**Logic cells by family**

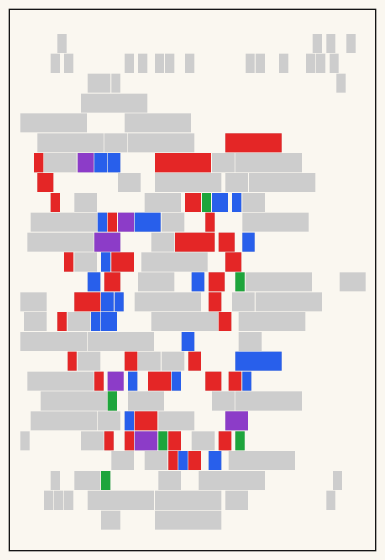
**Power grid**

Scale bar: 10 µm. Pins as bars on the die edge. Tap cells in gray.
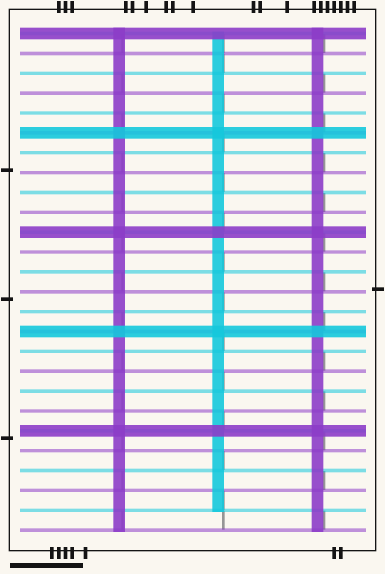
--- config.mk ---
export PLATFORM = sky130hd
export DESIGN_NAME = frequency_generator
export DESIGN_NICKNAME = d
export VERILOG_FILES = /design/src/rtl/freqgen_pkg.sv /design/src/rtl/frequency_generator_tick_counter.sv /design/src/rtl/frequency_generator.sv
export SDC_FILE = /design/constraint.sdc
export NUM_CORES = 1
export LEC_CHECK = 0
export ABC_CLOCK_PERIOD_IN_PS = 3400
export CORE_ASPECT_RATIO = 1.5
export CORE_UTILIZATION = 45
export DETAILED_ROUTE_END_ITERATION = 10
export PLACE_DENSITY = 0.71
export SLEW_MARGIN = 20
export SYNTH_ARGS = -nofsm -noshare
export SYNTH_HDL_FRONTEND = slang
export SYNTH_SLANG_ARGS = --single-unit
--- constraint.sdc ---
create_clock -name InputCLK -period 3.4 [get_ports InputCLK]
set_input_delay 1.02 -clock InputCLK [delete_from_list [all_inputs] [get_ports InputCLK]]
set_output_delay 1.02 -clock InputCLK [all_outputs]
set_load 0.01 [all_outputs]
--- src/rtl/freqgen_pkg.sv ---
// Shared constants and helpers for the frequency generator.
// Provides counter mode encodings and the half-period calculation.
package freqgen_pkg;

  localparam int MODE_WRAP     = 0;
  localparam int MODE_SATURATE = 1;

  // Floor of input_freq / (2*freq), never less than one cycle.
  function automatic int unsigned half_period(
    input int unsigned input_freq,
    input int unsigned freq
  );
    int unsigned h;
    if (freq == 0) begin
      h = 1;
    end else begin
      h = input_freq / (2 * freq);
    end
    if (h < 1) begin
      h = 1;
    end
    return h;
  endfunction

endpackage

--- src/rtl/frequency_generator_tick_counter.sv ---
// Event counter advanced by the divider tick; wraps or saturates at End.
// Ports: InputCLK, reset (async, high), tick, count[CountBits], done.
module tick_counter
  import freqgen_pkg::*;
#(
  parameter int Begin     = 0,
  parameter int End       = 104,
  parameter int CountBits = 25,
  parameter int mode      = MODE_WRAP
) (
  input  logic                 InputCLK,
  input  logic                 reset,
  input  logic                 tick,
  output logic [CountBits-1:0] count,
  output logic                 done
);

  localparam logic [CountBits-1:0] BEG = CountBits'(Begin);
  localparam logic [CountBits-1:0] FIN = CountBits'(End);

  logic [CountBits-1:0] r_count;
  logic                 w_at_end;

  assign w_at_end = (r_count == FIN);

  always_ff @(posedge InputCLK or posedge reset) begin
    if (reset) begin
      r_count <= BEG;
    end else if (tick) begin
      if (w_at_end) begin
        r_count <= (mode == MODE_SATURATE) ? FIN : BEG;
      end else begin
        r_count <= r_count + 1'b1;
      end
    end
  end

  assign count = r_count;
  assign done  = w_at_end;

endmodule

--- src/rtl/frequency_generator.sv ---
// Integer clock divider with tick pulse and optional event counter.
// Ports: InputCLK, reset (async, high) -> OutputCLK, tick, count, done.
// Macro FREQGEN_COUNTER_EN enables the event counter.
module frequency_generator
  import freqgen_pkg::*;
#(
  parameter int INPUT_FREQ = 50_000_000,
  parameter int frequency  = 10000,
  parameter int bitsNumber = 26,
  parameter int Begin      = 0,
  parameter int End        = 104,
  parameter int CountBits  = 25,
  parameter int mode       = MODE_WRAP
) (
  input  logic                 InputCLK,
  input  logic                 reset,
  output logic                 OutputCLK,
  output logic                 tick,
  output logic [CountBits-1:0] count,
  output logic                 done
);

  localparam int unsigned HALF =
    half_period(INPUT_FREQ, frequency);
  localparam logic [bitsNumber-1:0] LAST =
    bitsNumber'(HALF - 1);

  if (((HALF - 1) >> bitsNumber) != 0) begin : g_bad_width
    $error("HALF-1 does not fit in bitsNumber");
  end
  if (End < Begin) begin : g_bad_range
    $error("End must be >= Begin");
  end
  if (mode != MODE_WRAP && mode != MODE_SATURATE) begin : g_bad_mode
    $error("mode must be 0 or 1");
  end

  // Non-inverting clock buffer; every flop runs from w_clk.
  logic w_clk;
  assign w_clk = InputCLK;

  logic [bitsNumber-1:0] r_div;
  logic                  r_out;
  logic                  r_tick;
  logic                  w_wrap;

  assign w_wrap = (r_div == LAST);

  always_ff @(posedge w_clk or posedge reset) begin
    if (reset) begin
      r_div  <= '0;
      r_out  <= 1'b0;
      r_tick <= 1'b0;
    end else begin
      if (w_wrap) begin
        r_div <= '0;
        r_out <= ~r_out;
      end else begin
        r_div <= r_div + 1'b1;
      end
      // Pulse only on the low-to-high toggle.
      r_tick <= w_wrap & ~r_out;
    end
  end

  assign OutputCLK = r_out;
  assign tick      = r_tick;

`ifdef FREQGEN_COUNTER_EN
  tick_counter #(
    .Begin    (Begin),
    .End      (End),
    .CountBits(CountBits),
    .mode     (mode)
  ) u_cnt (
    .InputCLK(w_clk),
    .reset   (reset),
    .tick    (r_tick),
    .count   (count),
    .done    (done)
  );
`else
  assign count = CountBits'(Begin);
  assign done  = 1'b0;
`endif

endmodule

==> Slide: Implementation Results <==
Physical Implementation Snapshot

Drt
  • Residual DRC: 0
  • Antenna-violating nets left: 0
  • Final wirelength: 2470 µm
  • First-pass DRT Iterations: 4
  • WL/cell: 12.6 µm

STA
  • Final Hold Vio Count: 0
  • Fin Setup TNS: 0 ns
  • Worst rel slew slack: 0.661
  • Finish-stage setup viols: 0
  • Worst slew pin tran: 0.508 ns
  • Layout Skew: 0.00156 ns
  • RSZ-0062 raised after global routing: no

Clocking
  • CTS Hold Bufs: 0
  • CTS sink count: 28
  • CTS tree: built
  • Clk Latency, worst-skew pair: 0.27 ns
  • Clock buffer depth: 2
  • H-tree levels: 1
  • Root Buffer: clkbuf_8
  • Post-CTS sizing: 0
  • Post-CTS Setup Inserts: 0
  • Cts bufs inserted: 3

Worst setup path
  • RR Startpoint: r_div[0]
  • Req. time, crit path: 2.38 ns
  • CP max-delay cell: clkdlybuf4s50_1
  • Max incr delay on CP: 0.55 ns
  • Crit Path Class: flip-flop to primary output
  • Worst setup endpoint: OutputCLK
  • CP bufs+invs: 1
  • Critical path launch point type: flip-flop
  • Worst r2r path cells: 5
  • CP top delay family: buffers and inverters
  • R2r endpoint: r_div[22]
  • Levels on crit path: 1
  • R2R Setup Slk: 1.61 ns

Run status
  • Outcome: finished, final reports clean

Global routing
  • Number of global-route vias before repair: 1001
  • GR Util All Layers: 0.153
  • First-pass GRT wire length: 4290 µm
  • Grt total ovfl: 0

Cells and area
  • Layout cell share with drive strength beyond 1: 0.0774
  • Bufs w/o clock: 4
  • Number of flip-flops in the largest register: 26
  • Final nets: 159
  • Comb/total area: 0.451
  • Area of the multi-input gates: 712 µm²
  • Tally of filler cells in the layout: 303
  • Seq. cell area: 701 µm²
  • Clock Buffer Count: 4
  • Flop count: 28

Place
  • Detail Placement HPWL: 1820 µm
  • Port buffer count: 3
  • GPL Wtd Cong: 0.798
  • Post-DP Area: 1520 µm²

Synthesis
  • Basic Gates by Area: 0.247
  • Distinct cells, synth: 26
  • Register share after synthesis: 0.451
  • Cell area leaders: dfrtp_1 45%, buf_4 13%, xor2_1 9.0%, xnor2_1 5.1%, nor4_4 2.7%
  • Ao+oa area frac: 0
  • Cells in synth_stat.txt: 150
  • Max-area cell share: 0.451
  • Yosys Chip Area: 1550 µm²
  • Top cell type by total area after synthesis: dfrtp_1
  • Avg Cell Area, Syn: 10.4 µm²
  • Synth Instances: 150
  • Adder Area Share: 0.00806
  • Synth logic family: simple AND/OR/NAND/NOR gates

Floorplanning
  • Row count: 25
  • Fp util: 0.482

Min path
  • Worst hold path endpoint: r_div[0]

Job
  • Max cap viols: 0
## Picture notes: 'logic cells by family'
Blue shows nand cells, cells 22, most used nand2_1. Green shows inv cells, cells 6, most used inv_1. Red shows nor cells, cells 33, most used nor2_1. Purple shows and/or cells, cells 6.

## Picture notes: 'power grid'
Cyan shows VDD. Purple shows VSS.
30 signal pins sit on the boundary. 3 straps on met4. The core has 25 rows. 40 tap cells.
DIE WIDTH: 50.0 µm
core area: 3220 µm²
Worst VDD drop: 0.288 mV
die height: 73.9 µm

## cells in the mapped netlist
| cell | instances |
|---|---|
| nor4b_1 | 3 |
| ha_1 | 1 |
| nor3_2 | 1 |
| nor2b_1 | 1 |
| nand3_1 | 8 |
| xnor2_1 | 9 |
| buf_6 | 1 |
| nor4_4 | 2 |
| and4_1 | 2 |
| buf_2 | 1 |
| or3_1 | 1 |
| inv_1 | 6 |
| xor2_1 | 16 |
| conb_1 | 1 |
| nand3_4 | 1 |
| nor4_1 | 6 |
| and4_2 | 1 |
| nor4b_2 | 1 |
| nor2_1 | 11 |
| dfrtp_1 | 28 |
| and3_1 | 2 |
| nand2_1 | 10 |
| nand4_1 | 2 |
| buf_4 | 26 |
| nand3_2 | 1 |
| nor3_1 | 8 |
## per-layer routing
| layer | track usage | wire (µm) |
|---|---|---|
| met5 | 0 | 0 |
| met4 | 0.0667 | 29 |
| met3 | 0.0184 | 51 |
| met2 | 0.279 | 1360 |
| met1 | 0.180 | 1020 |
## layout by cell type (no fill, tap or decap), drive strengths merged, types with 2 or more instances in the layout
cell type / netlist / final
dfrtp: 28 / 28
conb: 1 / 26
xor2: 16 / 16
nor2: 11 / 11
nand2: 10 / 10
nand3: 10 / 10
xnor2: 9 / 9
nor3: 9 / 9
nor4: 8 / 8
inv: 6 / 6
clkbuf: 0 / 4
nor4b: 4 / 4
clkdlybuf4s50: 0 / 3
and4: 3 / 3
nand4: 2 / 2
and3: 2 / 2
## where the power goes
group	internal, W	switching (W)
Sequential	0.000333	0
Combinational	0.00000184	0.0000196
Clock	0.000104	0.000101
## metrics by stage
stage / setup WS (ns) / instances
3_5_place_dp: 1.47 / 191
3_3_place_gp: 1.48 / 191
4_1_cts: 1.15 / 195
6_report: 1.14 / 195
2_1_floorplan: 1.80 / 175
5_1_grt: 1.12 / 195
No activity file was given, so power comes from the tool's default toggle rates.
